Run 1, local utilization:
(3 px per µm) 12 x 12 tiles, from dark blue (low) to red (high), 0 to 100% covered.
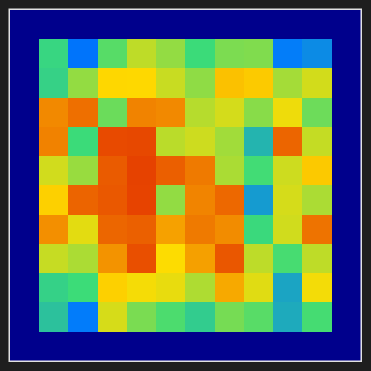
Run 1, wires at chosen ports, followed through buffers:
(3 px per µm)
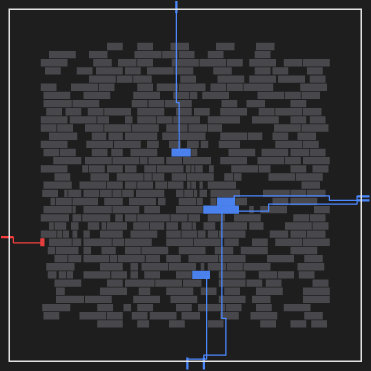
Run 1, sizing map:
(3 px per µm)
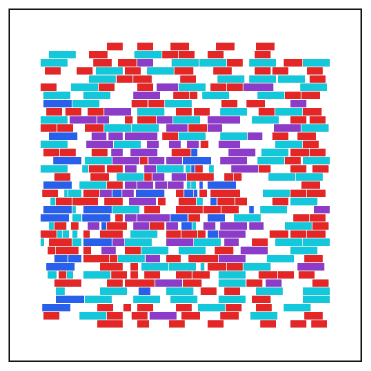
$ cat src/rtl/alu_writeback.sv
// alu_writeback: captures ALU results and sequences register-file writes, flag updates
// and illegal-opcode counting; MUL writes q0 to rd and then q1 to rd+1.
module alu_writeback (
    input  logic        clk,
    input  logic        rst_n,
    input  logic        in_valid,
    output logic        in_ready,
    input  logic [7:0]  in_op,
    input  logic [31:0] in_q0,
    input  logic [31:0] in_q1,
    input  logic [3:0]  in_st,
    input  logic [4:0]  in_rd,
    input  logic        in_setf,
    output logic        rf_we,
    output logic [4:0]  rf_waddr,
    output logic [31:0] rf_wdata,
    output logic [3:0]  flags,
    output logic [7:0]  err_cnt
);
    typedef enum logic [1:0] {IDLE, WR0, WR1} state_e;
    state_e      state_q, state_d;
    logic [7:0]  op_q, op_d;
    logic [31:0] q0_q, q0_d, q1_q, q1_d;
    logic [3:0]  st_q, st_d, flags_q, flags_d;
    logic [4:0]  rd_q, rd_d, rd1;
    logic        setf_q, setf_d;
    logic [7:0]  err_q, err_d;
    logic        xfer, legal, go, is_mul, last;
    always_comb begin
        is_mul   = op_q == 8'h04;
        rd1      = rd_q + 5'd1;
        in_ready = !(state_q == WR0 && is_mul);
        xfer     = in_valid && in_ready;
        legal    = in_op <= 8'h11;
        go       = xfer && legal && in_op != 8'h00;
        last     = (state_q == WR0 && !is_mul) || state_q == WR1;
        rf_we    = state_q == WR0 ? rd_q != 5'd0 : state_q == WR1 ? rd1 != 5'd0 : 1'b0;
        rf_waddr = state_q == WR0 ? rd_q : state_q == WR1 ? rd1 : 5'd0;
        rf_wdata = state_q == WR0 ? q0_q : state_q == WR1 ? q1_q : 32'd0;
        state_d  = (state_q == WR0 && is_mul) ? WR1 : go ? WR0 : IDLE;
        op_d     = xfer ? in_op : op_q;
        q0_d     = xfer ? in_q0 : q0_q;
        q1_d     = xfer ? in_q1 : q1_q;
        st_d     = xfer ? in_st : st_q;
        rd_d     = xfer ? in_rd : rd_q;
        setf_d   = xfer ? in_setf : setf_q;
        // Flags commit as the final write cycle of a result ends, even when the write itself is suppressed
        flags_d  = (last && setf_q) ? st_q : flags_q;
        err_d    = (xfer && !legal && err_q != 8'hFF) ? err_q + 8'd1 : err_q;
        flags    = flags_q;
        err_cnt  = err_q;
    end
    always_ff @(posedge clk or negedge rst_n) begin
        if (!rst_n) begin
            state_q <= IDLE;
            op_q    <= '0;
            q0_q    <= '0;
            q1_q    <= '0;
            st_q    <= '0;
            rd_q    <= '0;
            setf_q  <= 1'b0;
            flags_q <= '0;
            err_q   <= '0;
        end else begin
            state_q <= state_d;
            op_q    <= op_d;
            q0_q    <= q0_d;
            q1_q    <= q1_d;
            st_q    <= st_d;
            rd_q    <= rd_d;
            setf_q  <= setf_d;
            flags_q <= flags_d;
            err_q   <= err_d;
        end
    end
endmodule

$ cat config.mk
export PLATFORM = sky130hd
export DESIGN_NAME = alu_writeback
export DESIGN_NICKNAME = d
export VERILOG_FILES = /design/src/rtl/alu_writeback.sv
export SDC_FILE = /design/constraint.sdc
export NUM_CORES = 1
export LEC_CHECK = 0
export CORE_MARGIN = 10
export CORE_UTILIZATION = 45
export CTS_CLUSTER_SIZE = 12
export DETAILED_ROUTE_END_ITERATION = 7
export DONT_BUFFER_PORTS = 1
export GPL_TIMING_DRIVEN = 0
export PLACE_DENSITY = 0.63
export RECOVER_POWER = 50
export SETUP_SLACK_MARGIN = 0.5
export SYNTH_ARGS = -nofsm -noshare
export SYNTH_HDL_FRONTEND = slang
export SYNTH_SLANG_ARGS = --single-unit
$ cat constraint.sdc
create_clock -name clk -period 1.8 [get_ports clk]
set_clock_uncertainty 0.05 [all_clocks]
set_input_delay 0.45 -clock clk [delete_from_list [all_inputs] [get_ports clk]]
set_output_delay 0.45 -clock clk [all_outputs]
set_load 0.05 [all_outputs]
==> run summary, run 1 <==
fresh numbers from the pnr run: synth unique cells=34, Wirelength per Cell=25.6 µm, Post-Syn Instances=301, DP Cell Count=412, Synth flops=96, n_diodes=0, unrepaired setup endpoints after global routing=yes, Top-area cell share=56.9%, register area=2420 µm², Fin. Hold Viols=96, vias per cell=5.73, final net count=451, share of layout cells above drive strength 1=71.9%, Core Area=9200 µm², measured slew at the worst slew-check pin=425 ps, DR vias=2737, row count=35, DRC=0, total gr overflow=0, Power Dens Cells=886 nW/µm², mapped cell area=4220 µm², overall fraction of global-route tracks in use=17.8%, Max Cap Viol=0, H-tree Lvls=3, Avg Inst Size Synth=14.0 µm², Post-synth top cells=dfrtp_1 (96), mux2_2 (86), a22o_1 (33), worst reg2reg endpoint=q1_q[11], Post-Synth Simple-Gate Area=5.24%, die height=117 µm, number of standard cells reported by yosys=301, Cell area leaders=dfrtp_1 (57%), mux2_2 (23%), a22o_1 (6.8%), Antenna Nets Post-Route=0, Root Buffer=clkbuf_8, achievable frequency=473 MHz, area leader, netlist=dfrtp_1, top-count cell post-synth=dfrtp_1, Tmin final=2110 ps, status=complete, but fails checks, Syn. warnings=0, failing checks=hold timing, setup timing, total wire length=12.3 mm, aoi share=9.75%, CTS tree=built, CTS clock-pin slew for the worst setup and hold paths=90 ps, width of the chip=117 µm, total nets after synthesis=389, Late-Pin Clk Latency=350 ps, DP HPWL=7.51 mm, Yosys Chip Area=4220 µm², final setup fails=128, Worst setup SP type=register, critical path startpoint=rd_q[0], maximum vdd ir drop=0.000940 V, setup ws final=-315 ps, hold slack final=-270 ps, Top non-seq family=multiplexers, XOR/XNOR Area Share=1.45%, FFs w/ async S/R, synth=100%, OpenROAD warning count=32, r2r startpoint=state_q[0], critical-path maximum fanout=4, largest net degree at the start of global routing=97, final std cells w/o fill=478, clock sink count=96, Slew HR=71.6%, Worst Setup Path Type=reg2out, Num CTS Buffers=9, first-iteration detailed-routing DRC count=109, DR pass1 iterations=4, chip area=13700 µm², Final Wtd Congestion=0.713
About 'local utilization':
densest ninth of the die: middle
tiles over 75% full: 25%
fullest tile: 93%
mean over tiles: 47%
nearly empty tiles: 31%
Final Core Density: 71.1%
Init Core Util: 45.9%

About 'wires at chosen ports, followed through buffers':
[blue] `rf_waddr` | bits: 5 | direction: output | edge: 2 right, 2 bottom, 1 top | end cells: 5 | buffers: 0 | wire: 232 µm
[red] `in_valid` | bits: 1 | direction: input | edge: left | end cells: 1 | buffers: 0 | wire: 11.9 µm
# port buffers: 0
Top-Level Pins: 136

About 'sizing map':
[blue] x2 | cells: 31
[purple] x6 and larger | cells: 62
[red] x3 and x4 | cells: 171
[cyan] x1 and smaller | cells: 103
post-route cell area: 6540 µm²
number of non-clock buffers: 70
setup ws final: -315 ps
area grow syn2layout: 54.9%

-- run 1: metal layers --
| layer | share of wire (%) | vias up | global-route usage (%) |
|---|---|---|---|
| met5 | 0 | - | 0 |
| met4 | 0.30 | 0 | 3.79 |
| met3 | 8.2 | 2 | 7.39 |
| met2 | 51 | 81 | 29.3 |
| met1 | 41 | 1424 | 21.5 |
| li1 | - | 1230 | - |
-- run 1: placed cells by master (no fill, tap or decap), drive strengths merged, types with 2 or more instances in the layout --
master and count:
nor4b 3, nand3 6, nor2b 2, a22o 33, o21ai 10, ha 3, nand2b 2, bufinv 3
nor2 2, nand4 2, clkinv 3, inv 5, nand2 9, nor4 3, mux2 88, and4bb 3
buf 50, dfrtp 96, xor2 6, clkbuf 29
-- run 1: registers in the layout, indices dropped and copies added (netlist names) --
| register | flops |
|---|---|
| flags | 4 |
| state_q | 2 |
| setf_q | 1 |
| st_q | 4 |
| q0_q | 32 |
| q1_q | 32 |
| err_cnt | 8 |
| rd_q | 5 |
| op_q | 8 |
-- run 1: how the worst max path moves through the flow --
stage / to / slack [ps] / cells after the start
after CTS: rf_waddr[4] / -360 / 4
after detailed placement: err_cnt[6] / -290 / 4
after global routing: rf_wdata[28] / -380 / 5
final: rf_waddr[2] / -310 / 4
after floorplan: err_cnt[6] / -150 / 4
after global placement: err_cnt[6] / -270 / 4
-- run 1: power breakdown --
group / switching, µW / internal [µW] / total, µW / leakage, µW
logic: 355 / 656 / 1010 / 0.00181
registers: 669 / 2460 / 3130 / 0.00112
clock network: 741 / 913 / 1650 / 0.000119
total: 1770 / 4030 / 5800 / 0.00305
-- run 1: worst max-delay path, cell delays in order, from the launching register on --
cell     delay (ps)
dfrtp_2         460
ha_4            180
buf_6           130
xnor2_4         130
o21ai_4         360
-- run 1: layout make-up --
cell class | instances | share of cell area (%)
timing repair buffer | 51 | 10.1
clock buffer | 9 | 1.89
inverter | 5 | 0.325
multi-input combinational | 181 | 40.9
buffer | 19 | 6.06
clock inverter | 6 | 1.66
sequential | 96 | 37.0
tap | 111 | 2.12
-- run 1: repair_timing --
action | in CTS | in global routing
endpoints found under the hold margin | 96 | 96
resized | 170 | 32
pin swaps | 31 | 22
endpoints found under the setup margin | 147 | 147
gates cloned | 13 | 1
buffers inserted | 30 | 7
-- run 1: logic make-up (layout without fill, tap and decap cells) --
family	Yosys count	after routing
flops	96	96
mux	88	88
compound gates	49	49
simple gates	34	34
buf+inv	24	90
xor+xnor	7	7
fa+ha+maj	3	3
-- run 1: metrics by stage --
stage	worst slack, ps	total power (µW)	hold slack [ps]
floorplan	-152	3590	104
global placement	-272	3710	107
detailed placement	-294	3750	108
CTS	-359	5800	-290
global route	-377	6060	-308
finish	-315	5800	-270
--- run 2 (diff from run 1) ---
==> config.mk (replaced) <==
export PLATFORM = sky130hd
export DESIGN_NAME = alu_writeback
export DESIGN_NICKNAME = d
export VERILOG_FILES = /design/src/rtl/alu_writeback.sv
export SDC_FILE = /design/constraint.sdc
export NUM_CORES = 1
export LEC_CHECK = 0
export CELL_PAD_IN_SITES_DETAIL_PLACEMENT = 1
export CELL_PAD_IN_SITES_GLOBAL_PLACEMENT = 2
export CORE_MARGIN = 1
export CORE_UTILIZATION = 37
export CTS_CLUSTER_SIZE = 12
export DETAILED_ROUTE_END_ITERATION = 7
export DONT_BUFFER_PORTS = 1
export GPL_TIMING_DRIVEN = 0
export PLACE_DENSITY = 0.75
export RECOVER_POWER = 50
export SETUP_SLACK_MARGIN = 0.5
export SLEW_MARGIN = 40
export SYNTH_ARGS = -nofsm -noshare
export SYNTH_HDL_FRONTEND = slang
export SYNTH_SLANG_ARGS = --single-unit
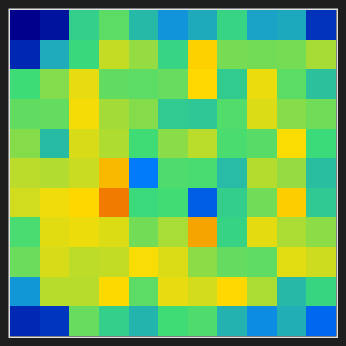
Run 2: local utilization
(3 px per µm) 11 x 11 tiles, from dark blue (low) to red (high), 0 to 100% covered.
tiles over 75% full: 7.4%
fullest tile: 86%
densest ninth of the die: left middle
emptiest ninth of the die: top left
Init Core Util: 38.4%
Core Area: 11000 µm²
Final Core Density: 60.4%

==> run 2 against run 1 <==
  * Non-clock buffer count is 1 higher
  * Critical endpoint is now rf_wdata[1]
  * Routed wire length rose by 1.4%
  * Clock power rose by 4%
  * Worst setup slack better by 40 ps
  * Largest cell class unchanged
  * Combinational power about the same
  * Synthesized area did not move
  * Register-to-register slack better by 130 ps
  * Sequential power barely moved
  * The run still ends with hold timing, setup timing left
  * Largest power group unchanged
  * Highest routed layer unchanged
  * Power up 1.4%
  * Critical path depth is 1 higher
==> run summary, run 2 <==
fresh numbers from the pnr run: status=complete, but fails checks, failing checks=hold timing, setup timing, final setup fails=129 (+0.78%), width of the chip=109 µm (-6.9%), DP HPWL=7.06 mm (-6.1%), maximum vdd ir drop=0.000893 V (-5.0%), area leader, netlist=dfrtp_1, dominant logic cell type in the layout=dfrtp_1, Wirelength per Cell=24.4 µm (-4.7%), CTS tree=built, largest net degree at the start of global routing=97 (unchanged), measured slew at the worst slew-check pin=400 ps (-24.9 ps), Antenna Nets Post-Route=0 (unchanged), CP top delay family=buffers and inverters, Comb power frac=17.3% (about the same), slowest CP cell=dfrtp_1, unrepaired setup endpoints after global routing=yes, cell-internal power=4060 µW (+0.61%), H-tree Lvls=3 (unchanged), Root Buffer=clkbuf_16, Crit path top cell by count=clkbuf_16, Top-area cell share=56.9% (unchanged), cell breakdown of the critical path=buf_6 -> nor2b_4 -> clkbuf_16 -> clkbuf_16 -> a22o_4, # port buffers=0 (unchanged), DR pass1 iterations=2 (-2), P_sw=1820 µW (+3.2%), total nets after synthesis=389 (unchanged), most numerous logic cells after layout=dfrtp_1 (82), mux2_4 (79), a22o_4 (33), DRC=0 (unchanged), Fin. Hold Viols=96 (unchanged), Max Cap Viol=0 (unchanged), Syn. warnings=0 (unchanged), Synth flops=96 (unchanged), number of standard cells reported by yosys=301 (unchanged), Yosys Chip Area=4220 µm² (unchanged), Top-Level Pins=136 (unchanged), vias per cell=5.51 (-3.8%), critical-path maximum fanout=5 (+1), synth unique cells=34 (unchanged), first-iteration detailed-routing DRC count=86 (-21%), Avg Inst Size Synth=14.0 µm² (unchanged), setup ws final=-275 ps (+39.9 ps), hold slack final=-254 ps (+16.2 ps), sw frac=31.0% (+0.54 points), top-count cell post-synth=dfrtp_1, FFs w/ async S/R, synth=100% (unchanged), row count=38 (+8.6%), mapped cell area=4220 µm² (unchanged), CTS clock-pin slew for the worst setup and hold paths=70 ps (-20 ps), Num CTS Buffers=9 (unchanged)
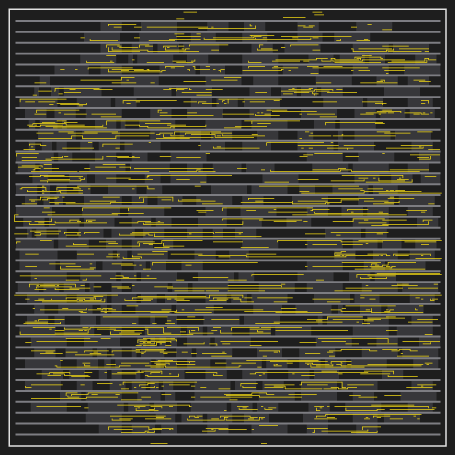
Run 2: met1 routing
(4 px per µm) Supply wires on this layer in grey. Cells faint in the background.
nets with wire on the layer: 401
share of all routed wire: 41%
longest straight run: 36.3 µm
main direction: horizontal
DR vias: 2804
met1 Use GR: 26.1%
total wire length: 12.4 mm

[run 2: cells by family after synthesis]
logic type	Yosys count	share of synthesized area, %
flops	96	56.9
mux	88	23.6
compound gates	49	9.75
simple gates	34	5.24
buf+inv	24	2.22
xor+xnor	7	1.45
fa+ha+maj	3	0.889
[run 2: what timing repair did]
action	4_1_cts	5_1_grt
pin swaps	25	22
endpoints found under the hold margin	96	96
endpoints found under the setup margin	147	147
resized	165	32
gates cloned	13	1
setup buffers	28	10
[run 2: worst reg2reg max path, cell delays in order (launching register included)]
cell,delay [ps]
dfrtp_1,410
nor4b_4,310
buf_6,170
a31oi_4,90
buf_12,150
buf_12,140
buf_12,120
buf_16,120
mux2_2,270
[run 2: power groups by stage]
stage / logic [µW] / registers, µW / clock network [µW]
floorplan: 536 / 3060 / 0
global placement: 594 / 3110 / 0
detailed placement: 619 / 3130 / 0
CTS: 941 / 3140 / 1770
global route: 1080 / 3180 / 1840
finish: 1020 / 3140 / 1720
[run 2: metal layers]
metal,part of all wire (%),track usage [%]
met1,41,26.1
met2,52,35.7
met3,6.1,6.16
met4,1.4,8.01
met5,0,0
[run 2: path summary, 6_finish.rpt]
path,end,slack (ps),cells after the start
max,rf_wdata[1],-280,5
min,q1_q[24],-250,0
max reg2reg,q1_q[10],-150,8
min reg2reg,flags[0],460,1
max in group asynchronous,err_cnt[7],1820,0
min in group clk,rd_q[0],160,2
[run 2: cell type report]
type                    count  share of cell area, %
flip-flops and latches     96                   36.5
inverters                   5                  0.321
clock inverters             1                 0.0755
plain buffers              19                   6.19
well taps                 140                   2.64
multi-input cells         181                   39.9
clock buffers              15                   3.74
repair buffers             52                   10.7
[run 2: through the flow]
step	setup TNS, ps	cells	area [µm²]
floorplan	-339	301	4760
global placement	-10360	441	4930
detailed placement	-11040	441	4930
CTS	-15510	498	6400
global route	-23690	509	6630
finish	-17470	509	6630
--- run 3 (diff from run 2) ---
--- a/config.mk
+++ b/config.mk
@@ -13,6 +13,7 @@
 export DETAILED_ROUTE_END_ITERATION = 7
 export DONT_BUFFER_PORTS = 1
 export GPL_TIMING_DRIVEN = 0
+export HOLD_SLACK_MARGIN = 0.1
 export PLACE_DENSITY = 0.75
 export RECOVER_POWER = 50
 export SETUP_SLACK_MARGIN = 0.5
@@ -20,3 +21,4 @@
 export SYNTH_ARGS = -nofsm -noshare
 export SYNTH_HDL_FRONTEND = slang
 export SYNTH_SLANG_ARGS = --single-unit
+export TNS_END_PERCENT = 50
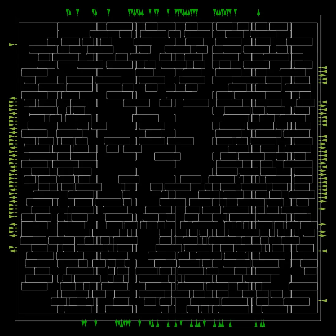
Run 3: placement view
row count: 38
Final Core Density: 56.0%
final std cells w/o fill: 490
flip-flops: 96

==> run 3 against run 2 <==
  * The flow still finishes with violations (hold timing, setup timing)
  * Combinational power fell by about 20%
  * Critical path depth fell by 1
  * Hold slack improved by 4.6 ps
  * First-iteration DRC count fell by 34%
  * Sequential power barely moved
  * Sequential cell count did not move
  * Utilization fell by 4.4 points
  * Critical endpoint is now rf_waddr[4]
==> run summary, run 3 <==
fresh numbers from the pnr run: Wirelength per Cell=23.0 µm (-5.8%), most numerous logic cells after layout=dfrtp_1 (82), mux2_2 (58), a22o_4 (33), first-iteration detailed-routing DRC count=57 (-34%), slowest CP cell=dfrtp_2, Critical Path Stages=4 (-1), Fin. Hold Viols=96 (unchanged), Avg Inst Size Synth=14.0 µm² (unchanged), cell breakdown of the critical path=ha_4 -> nand3_4 -> xor2_2 -> o21ai_4, CTS clock-pin slew for the worst setup and hold paths=70 ps (about the same), width of the chip=109 µm (unchanged), failing checks=hold timing, setup timing, top-count cell post-synth=dfrtp_1, synth unique cells=34 (unchanged), critical-path maximum fanout=3 (-2), Max Cap Viol=0 (unchanged), Antenna Nets Post-Route=0 (unchanged), measured slew at the worst slew-check pin=588 ps (+189 ps), unrepaired setup endpoints after global routing=yes, total wire length=11.3 mm (-9.3%), setup ws final=-262 ps (+13.2 ps), Syn. warnings=0 (unchanged), FFs w/ async S/R, synth=100% (unchanged), hold slack final=-249 ps (+4.64 ps), status=complete, but fails checks, Top-Level Pins=136 (unchanged), vias per cell=5.54 (+0.62%), area leader, netlist=dfrtp_1, number of standard cells reported by yosys=301 (unchanged), Core Area=11000 µm² (unchanged), Init Core Util=38.4% (unchanged), Top-area cell share=56.9% (unchanged), DRC=0 (unchanged), # port buffers=0 (unchanged), final setup fails=97 (-25%), Num CTS Buffers=9 (unchanged), Root Buffer=clkbuf_16
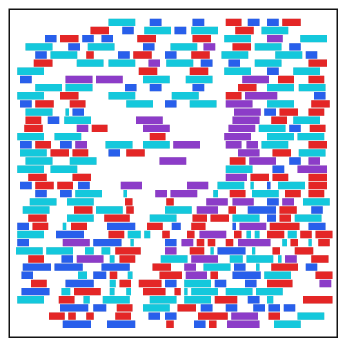
Run 3: sizing map
(3 px per µm)
[purple] x6 and larger | cells: 47
[red] x3 and x4 | cells: 110
[cyan] x1 and smaller | cells: 112
[blue] x2 | cells: 81
post-route cell area: 6150 µm²
number of non-clock buffers: 52
setup ws final: -262 ps

run 3: cell types whose count changed in the layout (fill, tap and decap cells not counted), sizes merged:
| cell | previous run | this run |
|---|---|---|
| clkinv | 1 | 0 |
| buf | 47 | 40 |
| clkbuf | 39 | 23 |
| bufinv | 0 | 3 |
| clkinvlp | 0 | 2 |
run 3: logic make-up after synthesis:
| group | share of synthesized area [%] |
|---|---|
| xor+xnor | 1.45 |
| mux | 23.6 |
| fa+ha+maj | 0.889 |
| simple gates | 5.24 |
| flops | 56.9 |
| buf+inv | 2.22 |
| compound gates | 9.75 |
run 3: final cells by class:
class | instances | share of cell area [%]
sequential | 96 | 39.4
multi-input combinational | 181 | 39.5
inverter | 5 | 0.346
clock inverter | 5 | 1.71
buffer | 19 | 6.29
tap | 140 | 2.85
clock buffer | 11 | 3.79
timing repair buffer | 33 | 6.19
run 3: through the flow:
step / std cells / cell area (µm²) / setup TNS [ps] / setup WS (ps) / hold slack [ps]
floorplan: 301 / 4680 / -342 / -152 / 104
global placement: 441 / 4850 / -15120 / -323 / 108
detailed placement: 441 / 4850 / -17110 / -345 / 107
CTS: 474 / 5840 / -11390 / -272 / -268
global route: 490 / 6150 / -16780 / -346 / -269
finish: 490 / 6150 / -11920 / -262 / -249
run 3: path summary, 6_finish.rpt:
path                               endpoint  slack [ps]
worst min register to register     flags[2]         460
worst max register to register     q0_q[12]         -90
min in group clk                    rd_q[0]         200
worst max-delay path            rf_waddr[4]        -260
max in group asynchronous          q1_q[11]        1810
worst min-delay path                rd_q[2]        -250
run 3: per-layer routing:
| metal | GRT usage [%] | part of all wire (%) |
|---|---|---|
| met5 | 0 | 0 |
| met4 | 7.53 | 1.5 |
| met3 | 6.34 | 6.5 |
| met2 | 31.9 | 49 |
| met1 | 24.1 | 43 |
run 3: timing repair:
| action | in CTS | in global routing |
|---|---|---|
| gates resized | 106 | 35 |
| endpoints found under the hold margin | 96 | 96 |
| setup buffers | 15 | 9 |
| gates cloned | 2 | 7 |
| pin swaps | 22 | 27 |
| setup endpoints to repair | 147 | 147 |
run 3: power breakdown:
group	total, µW	internal, µW	leakage [µW]	switching [µW]
registers	3130	2460	0.00112	663
logic	849	520	0.00142	329
clock network	2170	1360	0.000156	813
total	6150	4340	0.00269	1810
Power is estimated from default activity; no workload was simulated.
